### src/rtl/banco_pkg.sv
// Shared address map constants and the writable-register decode helper
// used by the register bank.
package banco_pkg;

  localparam int ADDR_ZERO    = 0;
  localparam int ADDR_REF     = 1;
  localparam int ADDR_POT     = 2;
  localparam int ADDR_RW_BASE = 3;

  typedef struct packed {
    logic        valid;
    logic [31:0] idx;
  } rw_map_t;

  // Translate a bus address to a writable-register index.
  // valid is set only for addresses inside the writable window.
  function automatic rw_map_t rw_map(
    input logic [31:0] addr,
    input int          nrw
  );
    rw_map_t m;
    m.valid = (addr >= 32'(ADDR_RW_BASE)) &&
              (addr < 32'(ADDR_RW_BASE + nrw));
    m.idx   = m.valid ? addr - 32'(ADDR_RW_BASE) : '0;
    return m;
  endfunction

endpackage

### src/rtl/banco_regs_param_reg_en.sv
// DW-bit storage register with load enable and asynchronous
// active-high clear.
module reg_en #(
  parameter int DW = 18
) (
  input  logic          clk,
  input  logic          rst,
  input  logic          en,
  input  logic [DW-1:0] d,
  output logic [DW-1:0] q
);

  always_ff @(posedge clk or posedge rst) begin
    if (rst)     q <= '0;
    else if (en) q <= d;
  end

endmodule

### src/rtl/banco_regs_param.sv
// Parameterised register bank: two registered read ports with write
// forwarding, external REF/POT operands and a double-buffered PWM value.
import banco_pkg::*;

module banco_regs_param #(
  parameter int DW      = 18,
  parameter int AW      = 4,
  parameter int NRW     = 8,
  parameter int PWM_IDX = NRW - 1
) (
  input  logic          clk,
  input  logic          rst,
  input  logic          WtReg,
  input  logic [AW-1:0] RdAddrs,
  input  logic [DW-1:0] WrDat,
  input  logic [AW-1:0] RsAddrs,
  input  logic [AW-1:0] RtAddrs,
  input  logic [DW-1:0] REF,
  input  logic [DW-1:0] POT,
  input  logic          Commit,
  output logic [DW-1:0] OperaA,
  output logic [DW-1:0] OperaB,
  output logic [DW-1:0] PWM,
  output logic          WrErr
);

  logic [DW-1:0] r [NRW];
  logic [NRW-1:0] we;
  rw_map_t        wmap;
  logic           wr_ok;

  always_comb begin
    wmap  = rw_map(32'(RdAddrs), NRW);
    wr_ok = WtReg && wmap.valid;
  end

  for (genvar i = 0; i < NRW; i++) begin : g_rw
    assign we[i] = wr_ok && (wmap.idx == 32'(i));

    reg_en #(.DW(DW)) u_reg (
      .clk (clk),
      .rst (rst),
      .en  (we[i]),
      .d   (WrDat),
      .q   (r[i])
    );
  end

  // Port 0 serves RtAddrs (OperaA), port 1 serves RsAddrs (OperaB).
  logic [AW-1:0] raddr [2];
  logic [DW-1:0] rdat  [2];
  rw_map_t       rmap  [2];

  assign raddr[0] = RtAddrs;
  assign raddr[1] = RsAddrs;

  always_comb begin
    for (int p = 0; p < 2; p++) begin
      rdat[p] = '0;
      rmap[p] = rw_map(32'(raddr[p]), NRW);
      if (wr_ok && (raddr[p] == RdAddrs)) begin
        rdat[p] = WrDat;
      end else if (rmap[p].valid) begin
        for (int i = 0; i < NRW; i++) begin
          if (rmap[p].idx == 32'(i)) rdat[p] = r[i];
        end
      end else if (raddr[p] == AW'(ADDR_REF)) begin
        rdat[p] = REF;
      end else if (raddr[p] == AW'(ADDR_POT)) begin
        rdat[p] = POT;
      end
    end
  end

  logic [DW-1:0] pwm_src;

  assign pwm_src = we[PWM_IDX] ? WrDat : r[PWM_IDX];

  always_ff @(posedge clk or posedge rst) begin
    if (rst) begin
      OperaA <= '0;
      OperaB <= '0;
      PWM    <= '0;
      WrErr  <= 1'b0;
    end else begin
      OperaA <= rdat[0];
      OperaB <= rdat[1];
      WrErr  <= WtReg && !wmap.valid;
      if (Commit) PWM <= pwm_src;
    end
  end

endmodule

### config.mk
export PLATFORM = sky130hd
export DESIGN_NAME = banco_regs_param
export DESIGN_NICKNAME = d
export VERILOG_FILES = /design/src/rtl/banco_pkg.sv /design/src/rtl/banco_regs_param_reg_en.sv /design/src/rtl/banco_regs_param.sv
export SDC_FILE = /design/constraint.sdc
export NUM_CORES = 1
export LEC_CHECK = 0
export ABC_AREA = 0
export CORE_AREA = 4 4 155 142
export CTS_CLUSTER_DIAMETER = 80
export CTS_CLUSTER_SIZE = 20
export DETAILED_ROUTE_END_ITERATION = 10
export DIE_AREA = 0 0 159 146
export GPL_TIMING_DRIVEN = 0
export PLACE_DENSITY = 0.85
export SYNTH_ARGS = -nofsm -noshare
export SYNTH_HDL_FRONTEND = slang
export SYNTH_SLANG_ARGS = --single-unit
export TNS_END_PERCENT = 5
### constraint.sdc
create_clock -name clk -period 6.9 [get_ports clk]
set_input_delay 0.69 -clock clk [delete_from_list [all_inputs] [get_ports clk]]
set_output_delay 0.69 -clock clk [all_outputs]
set_load 0.02 [all_outputs]
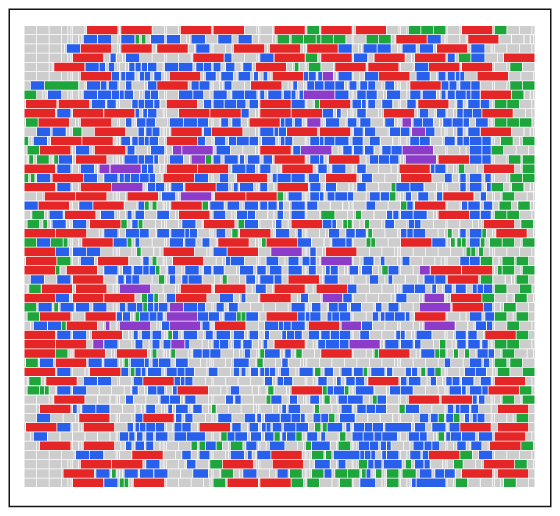
run_1/placement_by_type.png
Fill, decap, tap and diode cells in grey.
| class | colour | cells |
|---|---|---|
| clock drivers and dummy loads | purple | 32 |
| remaining buffers and delay cells | green | 221 |
| sequential cells | red | 199 |
| combinational and other logic | blue | 784 |

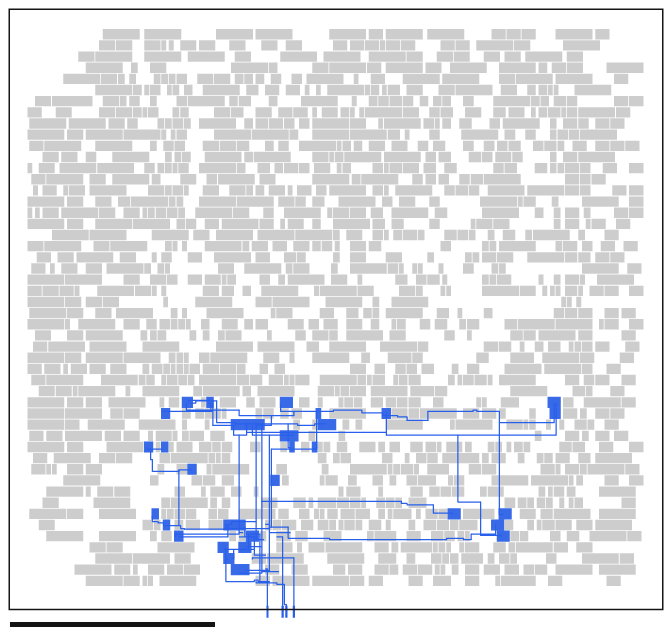
run_1/io_fan.png
The bar under the picture is 50 um long.
| port | colour | bits | direction | end cells | buffers | wire |
|---|---|---|---|---|---|---|
| `RsAddrs` | blue | 4 | input | 32 | 7 | 898 um |

==> results.txt, run 1 <==
run metrics: Top cells by area dfrtp_1 (43%), mux2_2 (15%), o211ai_1 (3.9%), a221o_1 (2.2%), clkbuf_1 (2.2%), H-tree levels 4, tool warning count 32, Design Power between 0.003 and 0.004 W, adder share less than 1%, Top cell area share 42.78%, Top cell excl fill/tap dfrtp_1, DIE WIDTH approximately 160 um, Crit path required time 7.20 ns, ys async rst share 100.0%, design area 13,640 um^2, initial DRC count 1,541, Sink Count about 200, Final Setup Violations 0, CTS tree yes, comb area leader AND-OR/OR-AND gates, crit-path cells clkdlybuf4s50_1 -> buf_2 -> inv_1 -> ha_1 -> clkbuf_1 -> and2_1 -> clkbuf_1 -> o21ai_1 -> clkbuf_1 -> nand2_1 -> a221oi_1 -> o22ai_1, dominant cell type by area after synthesis dfrtp_1, Simple Share, Synth 11.99%, via count between 10,000 and 15,000, Synthesized Nets 1,175, clock tree buffer depth 2, post-route insts no fill approximately 1,500, final WL 43,010 um, DP Worst Slack 2.209 ns, status completed, CTS buffer count 17, DP Area between 10,000 and 15,000 um^2, cell area power density around 290 nW/um^2, chip area approximately 23,000 um^2, CP Data Arrival Time 4.81 ns, ant diodes 0, Seq share, synth about 43%, yosys cell count between 1,000 and 1,500, Max FO, Critical Path 10, mux frac, synth between 15 and 20%, reported max-cap violation count 0, Hold Vio Cnt, Final 0, cts hold-fix bufs 0, initial antenna violation count 1, critical setup path kind input port to flip-flop, HPWL Detailed 32,310 um, root buf cell clkbuf_16, WL per Instance between 20 and 30 um, cells after synthesis between 1,000 and 1,500, Pre-antenna DRT Iters 9, gp weighted congestion 1.015, cells on worst reg2reg path 4, Resize count post-CTS 0, number of enable flip-flop cells 0, Post-Syn Area 11,640 um^2, maximum VDD drop between 0.2 and 0.25 mV, Max Freq between 200 and 250 MHz, YS chip area approximately 12,000 um^2, # Post-CTS Setup Buffers 0, layout cells sized above 1 a little over a fifth, Starting Density 56.90%, Final Skew around 0.019 ns, clk slew on worst S/H paths 0.08 ns, port bufs 105, period utilisation layout between 60% and 70%, Post-Synth AOI/OAI Area a little under a quarter, GRT Util Overall 36.54%, FP Rows approximately 50, Ports 125, Min Clock Period, post-route 4.509 ns, global route overflow 0, Yosys warning count 0, max FFs per register between 100 and 150, Largest Register g_rw.u_reg.q, hold slack 0.5178 ns, Die Ht 146 um, hold depth 1, Min-Delay Path Class flip-flop to flip-flop, Routed Antenna Nets 0, count leader, synth dfrtp_1, P&R area growth vs syn 17.15%, Sum Neg Setup Slack 0 ns, Slew Limit Fails 0, CP dominant cell by count clkbuf_1, slowest cell delay on critical path between 0.7 and 0.8 ns, XOR Share, Synth 0.6020%, register bit count reported by yosys ~200, CP startpoint kind input port, synth cell count leaders dfrtp_1 (199), mux2_2 (159), clkbuf_1 (69), o211ai_1 (61), nor2_1 (49), LEAKAGE roughly 5.5 nW
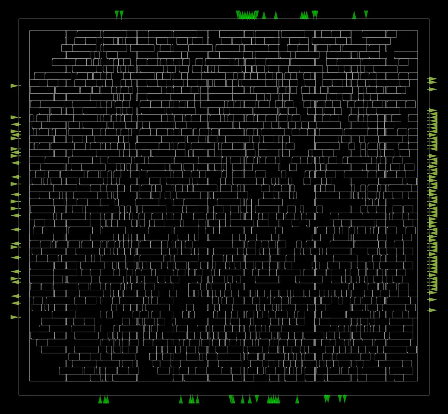
run_1/placement.png
flop share of the area: 36.52%
Filler cells: 1,643

run 1: per-layer routing:
metal | share of wire (%) | up-vias | GRT usage (%)
li1 | - | 4547 | -
met1 | 42 | 5248 | 53.32
met2 | 41 | 806 | 50.81
met3 | 15 | 105 | 14.27
met4 | 2.6 | 2 | 9.848
met5 | 0.040 | - | 0
run 1: worst max-delay path: cells and delay by family:
kind | cells | cell delay (ns)
AND-OR/OR-AND | 3 | 1.24
adder cells (fa/ha/maj) | 1 | 0.29
buffers and inverters | 6 | 1.97
AND/OR/NAND/NOR | 2 | 0.59
run 1: power by group:
part | internal [W] | switching (W) | leakage, nW | total (W)
clock network | 0.000488 | 0.000523 | 0.280 | 0.00101
logic | 0.000551 | 0.000592 | 2.71 | 0.00114
registers | 0.00150 | 0.000305 | 2.47 | 0.00180
total | 0.00254 | 0.00142 | 5.46 | 0.00396
run 1: final cells by class:
| type | count | area (um^2) | area share (%) |
|---|---|---|---|
| Clock inverter | 14 | 155.1 | 1.138 |
| Timing Repair Buffer | 106 | 1079 | 7.910 |
| Clock buffer | 18 | 429.2 | 3.147 |
| Tap cell | 260 | 325.3 | 2.386 |
| Buffer | 115 | 513.0 | 3.762 |
| Multi-Input combinational cell | 775 | 6113 | 44.83 |
| Inverter | 9 | 41.29 | 0.3028 |
| Sequential cell | 199 | 4980 | 36.52 |
run 1: path summary, 6_finish.rpt:
kind                                     startpoint                  to  slack, ns
worst min-delay path                         PWM[2]              PWM[2]       0.52
worst min register to register               PWM[2]              PWM[2]       0.52
min in group asynchronous                       rst              PWM[7]       0.80
max in group asynchronous                       rst  g_rw[6].u_reg.q[9]       5.16
worst max-delay path                     RsAddrs[0]           OperaB[5]       2.39
worst max register to register  g_rw[7].u_reg.q[10]          OperaA[10]       4.97
## Run 2: what changed since run 1
CORE_AREA = 4 4 163 149   (was 4 4 155 142)
DIE_AREA = 0 0 167 153   (was 0 0 159 146)
PLACE_DENSITY = 0.82   (was 0.85)
clock period = 4.1 ns   (was 6.9 ns; I/O delays follow)
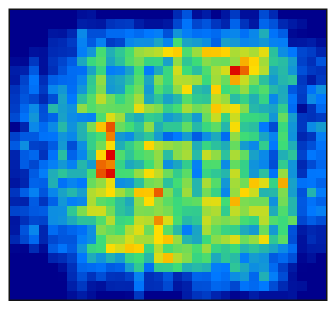
run_2/metal_density.png
33 x 31 tiles, from dark blue (low) to red (high), scaled to the fullest tile. Values are wire area over tile area, all layers added.
nearly empty tiles: 9.6%
fullest tile: 0.89
mean over tiles: 0.30
via count: 10,690
GRT Util Overall: 33.90%
WL per Instance: 28.51 um
final WL: 43,780 um

==> run 2 against run 1 <==
Register-to-register slack worse by 2.7 ns; sequential cell count unchanged; utilization down 5.1 points; critical path type unchanged; first-iteration DRC count rose by 13%; critical endpoint is now OperaB[14]; highest routed layer is now met4; die area is 10% higher; sequential share of layout area is 0.48 points lower; power grew 72%; area after synthesis stayed put.
==> results.txt, run 2 <==
run metrics: synth cell count leaders dfrtp_1 (199), mux2_2 (159), clkbuf_1 (69), o211ai_1 (61), nor2_1 (49), Largest Register g_rw.u_reg.q, max FFs per register around 140, dominant cell type by area after synthesis dfrtp_1, CP dominant cell by count clkbuf_1, status completed, Max FO, Critical Path 10, tool warning count 31, Simple Share, Synth a little under an eighth, Min-Delay Path Class input port to async pin, initial DRC count approximately 1,700, busiest grt layer met1, initial antenna violation count 0, Top cells by area dfrtp_1 (43%), mux2_2 (15%), o211ai_1 (3.9%), a221o_1 (2.2%), clkbuf_1 (2.2%), hold slack between 0.4 and 0.5 ns, Final Skew between 0.008 and 0.009 ns, Min Clock Period, post-route approximately 4.0 ns, clock tree buffer depth 2, Design Power about 0.0068 W, H-tree levels 4, mux frac, synth 15.67%, Ports 125, critical setup path kind input port to flip-flop, M1 WL 18,450 um, Hold Vio Cnt, Final 0, crit-path cells clkdlybuf4s50_1 -> buf_2 -> inv_1 -> ha_1 -> clkbuf_1 -> and2_1 -> clkbuf_1 -> o21ai_1 -> clkbuf_1 -> nand2_1 -> a221oi_1 -> o22ai_1, gp weighted congestion 0.9861, Die Ht around 150 um, Top cell area share 42.78%, Max Freq about 250 MHz, count leader, synth dfrtp_1, cell area power density 494.0 nW/um^2, Seq share, synth 42.78%, Sum Neg Setup Slack 0 ns, met2 WL post-DR between 15,000 and 20,000 um, HPWL Detailed about 33,000 um, XOR Share, Synth less than 1%, number of enable flip-flop cells 0, Synthesized Nets about 1,200, Yosys warning count 0, ant diodes 0, global route overflow 0, root buf cell clkbuf_16, maximum VDD drop 0.4019 mV, LEAKAGE around 5.5 nW, DIE WIDTH between 150 and 200 um, Slew Limit Fails 0, CTS buffer count 17, CP Data Arrival Time around 4.3 ns, yosys cell count approximately 1,100, Crit path required time 4.40 ns, post-route insts no fill 1,536, CP startpoint kind input port, Post-Synth AOI/OAI Area a little under a quarter, Final Setup Violations 0, port bufs 105, grt met1 use 49.40%, Post-Syn Area about 12,000 um^2, # Post-CTS Setup Buffers 0, GR Util met3 a little under an eighth, FP Rows between 50 and 60, Starting Density ~52%, ys async rst share 100.0%, layout cells sized above 1 roughly a fifth, Routed Antenna Nets 0, YS chip area approximately 12,000 um^2, adder share less than 1%, GR Layer Usage met2 between 40% and 50%, period utilisation layout between 90 and 100%, clk slew on worst S/H paths approximately 0.080 ns, register bit count reported by yosys around 200, Bufs and invs on worst path 6, cts hold-fix bufs 0, chip area 25,550 um^2, CTS tree yes, Top delay family on crit path buffers and inverters, cells after synthesis 1,098, Pre-antenna DRT Iters 7, slowest cell delay on critical path between 0.5 and 0.6 ns, reported max-cap violation count 0, Met3 Routed Length around 5900 um, top layer in use met4, RSZ-0062 raised after global routing yes, comb area leader AND-OR/OR-AND gates, P&R area growth vs syn 18.70%, Sink Count about 200
[run 2: cell counts after synthesis]
No cell type changed its count.
[run 2: final timing paths]
check	cells after the start	slack, ns	start	to
max	12	0.08	RsAddrs[0]	OperaB[14]
min	2	0.44	rst	g_rw[3].u_reg.q[10]
max reg2reg	4	2.23	g_rw[7].u_reg.q[15]	OperaA[15]
min reg2reg	1	0.51	PWM[13]	PWM[13]
max in group asynchronous	4	2.73	rst	g_rw[2].u_reg.q[1]
min in group clk	3	0.50	WrDat[6]	OperaB[6]
[run 2: power by group]
part,total (W),internal (W),switching (W),leakage [nW]
logic,0.00193,0.000936,0.000992,2.74
registers,0.00304,0.00252,0.000523,2.47
clock network,0.00185,0.000990,0.000864,0.307
total,0.00683,0.00445,0.00238,5.52
[run 2: stage by stage]
stage | instance area, um^2 | setup WS [ns]
2_1_floorplan | 11640 | 1.116
3_3_place_gp | 13070 | -0.4603
6_report | 13820 | 0.08388
3_5_place_dp | 13170 | -0.2875
5_1_grt | 13820 | -0.01897
4_1_cts | 13800 | 0.1758
[run 2: timing repair]
action,4_1_cts,5_1_grt
resized,0,2
setup endpoints to repair,0,2
hold endpoints to repair,0,0
[run 2: cell families (layout without fill, tap and decap cells)]
group / Yosys count / count (layout)
mux: 162 / 162
simple gates: 240 / 240
compound gates: 358 / 358
fa+ha+maj: 7 / 7
xor+xnor: 8 / 8
flops: 199 / 199
buf+inv: 124 / 265
[run 2: cell type report]
type	instances	area, um^2
Clock inverter	14	212.7
Clock buffer	17	425.4
Sequential cell	199	4980
Timing Repair Buffer	110	1151
Fill cell	1869	8630
Buffer	115	513.0
Multi-Input combinational cell	775	6126
Tap cell	297	371.6
Inverter	9	37.54
## Run 3: what changed since run 2
--- a/config.mk
+++ b/config.mk
@@ -15,2 +15,3 @@
 export PLACE_DENSITY = 0.82
+export SLEW_MARGIN = 20
 export SYNTH_ARGS = -nofsm -noshare
--- a/constraint.sdc
+++ b/constraint.sdc
@@ -3,2 +3,2 @@
 set_output_delay 0.41 -clock clk [all_outputs]
-set_load 0.02 [all_outputs]
+set_load 0.05 [all_outputs]
==> run 3 against run 2 <==
Via count up 0.59%; clock-buffer cell count up 3; wire length down 0.33%; critical endpoint is now OperaB[4]; largest power group unchanged.
==> results.txt, run 3 <==
run metrics: status completed, NetSw between 0.002 and 0.003 W, Largest Register g_rw.u_reg.q, crit-path cells clkdlybuf4s50_1 -> buf_2 -> inv_1 -> ha_1 -> clkbuf_1 -> and2_1 -> clkbuf_1 -> o21ai_1 -> clkbuf_1 -> nand2_1 -> a221oi_1 -> o22ai_1, Slew Limit Fails 0, Worst Slack Setup Final 0.1076 ns, Pre-antenna DRT Iters 10, Logic cell area 6125 um^2, Top cells by area dfrtp_1 (43%), mux2_2 (15%), o211ai_1 (3.9%), a221o_1 (2.2%), clkbuf_1 (2.2%), hold slack roughly 0.36 ns, RSZ-0062 raised after global routing yes, dominant cell type by area after synthesis dfrtp_1, Sum Neg Setup Slack 0 ns, critical setup path kind input port to flip-flop, H-tree levels 4, WL per Instance roughly 28 um, cell area power density 505.0 nW/um^2, register area around 5000 um^2, Crit Reg-Reg Endpoint OperaA[10], chip area ~26,000 um^2, register bit count reported by yosys about 200, clock tree buffer depth 2, tool warning count 31, Final Skew roughly 0.014 ns, P&R area growth vs syn 18.18%, reported max-cap violation count 0, Synthesized Nets between 1,000 and 1,500, # Post-CTS Setup Buffers 0, Hold Vio Cnt, Final 0, number of enable flip-flop cells 0, Top cell excl fill/tap dfrtp_1, DP Worst Slack -0.2916 ns, layout cells sized above 1 a little over a fifth, cts hold-fix bufs 0, port bufs ~110, CTS buffer count 17, crit path launch RsAddrs[0], root buf cell clkbuf_16, cells after synthesis 1,098, Cell Int Power between 0.004 and 0.005 W, clock network fraction of design power around a quarter, logic gate share of total power 32.1%, Ports about 130, CP dominant cell by count clkbuf_1, via count 10,750, Max FO, Critical Path 10, initial antenna violation count 1, ys async rst share 100.0%, Resize count post-CTS 0, initial DRC count 1,863, yosys cell count between 1,000 and 1,500, post-route insts no fill between 1,500 and 2,000, period utilisation layout a little over nine tenths, slowest cell delay on critical path 0.57 ns, Top delay family on crit path buffers and inverters, Max Freq ~250 MHz, DIE WIDTH about 170 um
[run 3: area by class of cell]
type / instances / area share (%)
tap: 297 / 2.701
clock buffer: 20 / 3.247
buffer: 115 / 3.729
inverter: 9 / 0.2729
sequential: 199 / 36.20
clock inverter: 12 / 0.8095
multi-input combinational: 775 / 44.52
timing repair buffer: 111 / 8.514
[run 3: layer usage]
metal / part of all wire (%) / routed length (um) / global-route usage (%) / up-vias
li1: - / - / - / 4552
met1: 41 / 18060 / 49.12 / 5326
met5: 0.030 / 13 / 0 / -
met2: 42 / 18160 / 47.53 / 769
met3: 14 / 6249 / 11.31 / 105
met4: 2.7 / 1164 / 9.505 / 2
[run 3: logic make-up after synthesis]
kind of cell             Yosys count  synth area share [%]
AND/OR/NAND/NOR                  240                 11.99
flip-flops                       199                 42.78
adder cells (fa/ha/maj)            7                0.7524
buffers and inverters            124                 4.697
AND-OR/OR-AND                    358                 23.51
XOR/XNOR                           8                0.6020
multiplexers                     162                 15.67
[run 3: how the worst max path moves through the flow]
stage,endpoint,cells after the start
6_report,OperaB[4],12
5_1_grt,OperaB[4],12
3_5_place_dp,OperaB[5],12
3_3_place_gp,g_rw[5].u_reg.q[5],2
2_1_floorplan,OperaA[0],1
4_1_cts,OperaB[5],12
[run 3: power by group through the flow]
stage	Clock [W]	Combinational (W)	Sequential [W]
after global placement	0	0.00213	0.00301
after CTS	0.00167	0.00220	0.00301
after detailed placement	0	0.00219	0.00304
after floorplan	0	0.00103	0.00331
after global routing	0.00174	0.00236	0.00310
final	0.00167	0.00223	0.00305
[run 3: through the flow]
step	utilization, %	instance area (um^2)
2_1_floorplan	-	11640
3_5_place_dp	58.75	13190
5_1_grt	61.28	13760
4_1_cts	61.23	13740
3_3_place_gp	58.21	13070
6_report	61.28	13760
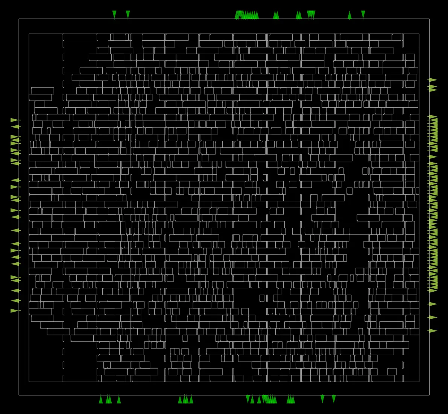
run_3/placement.png
Tap Cells: 297
flop share of the area: 36.20%
Filler cells: 1,847
Flop Count: 199

Power figures rest on the tool's default switching activity, not on a simulated workload.
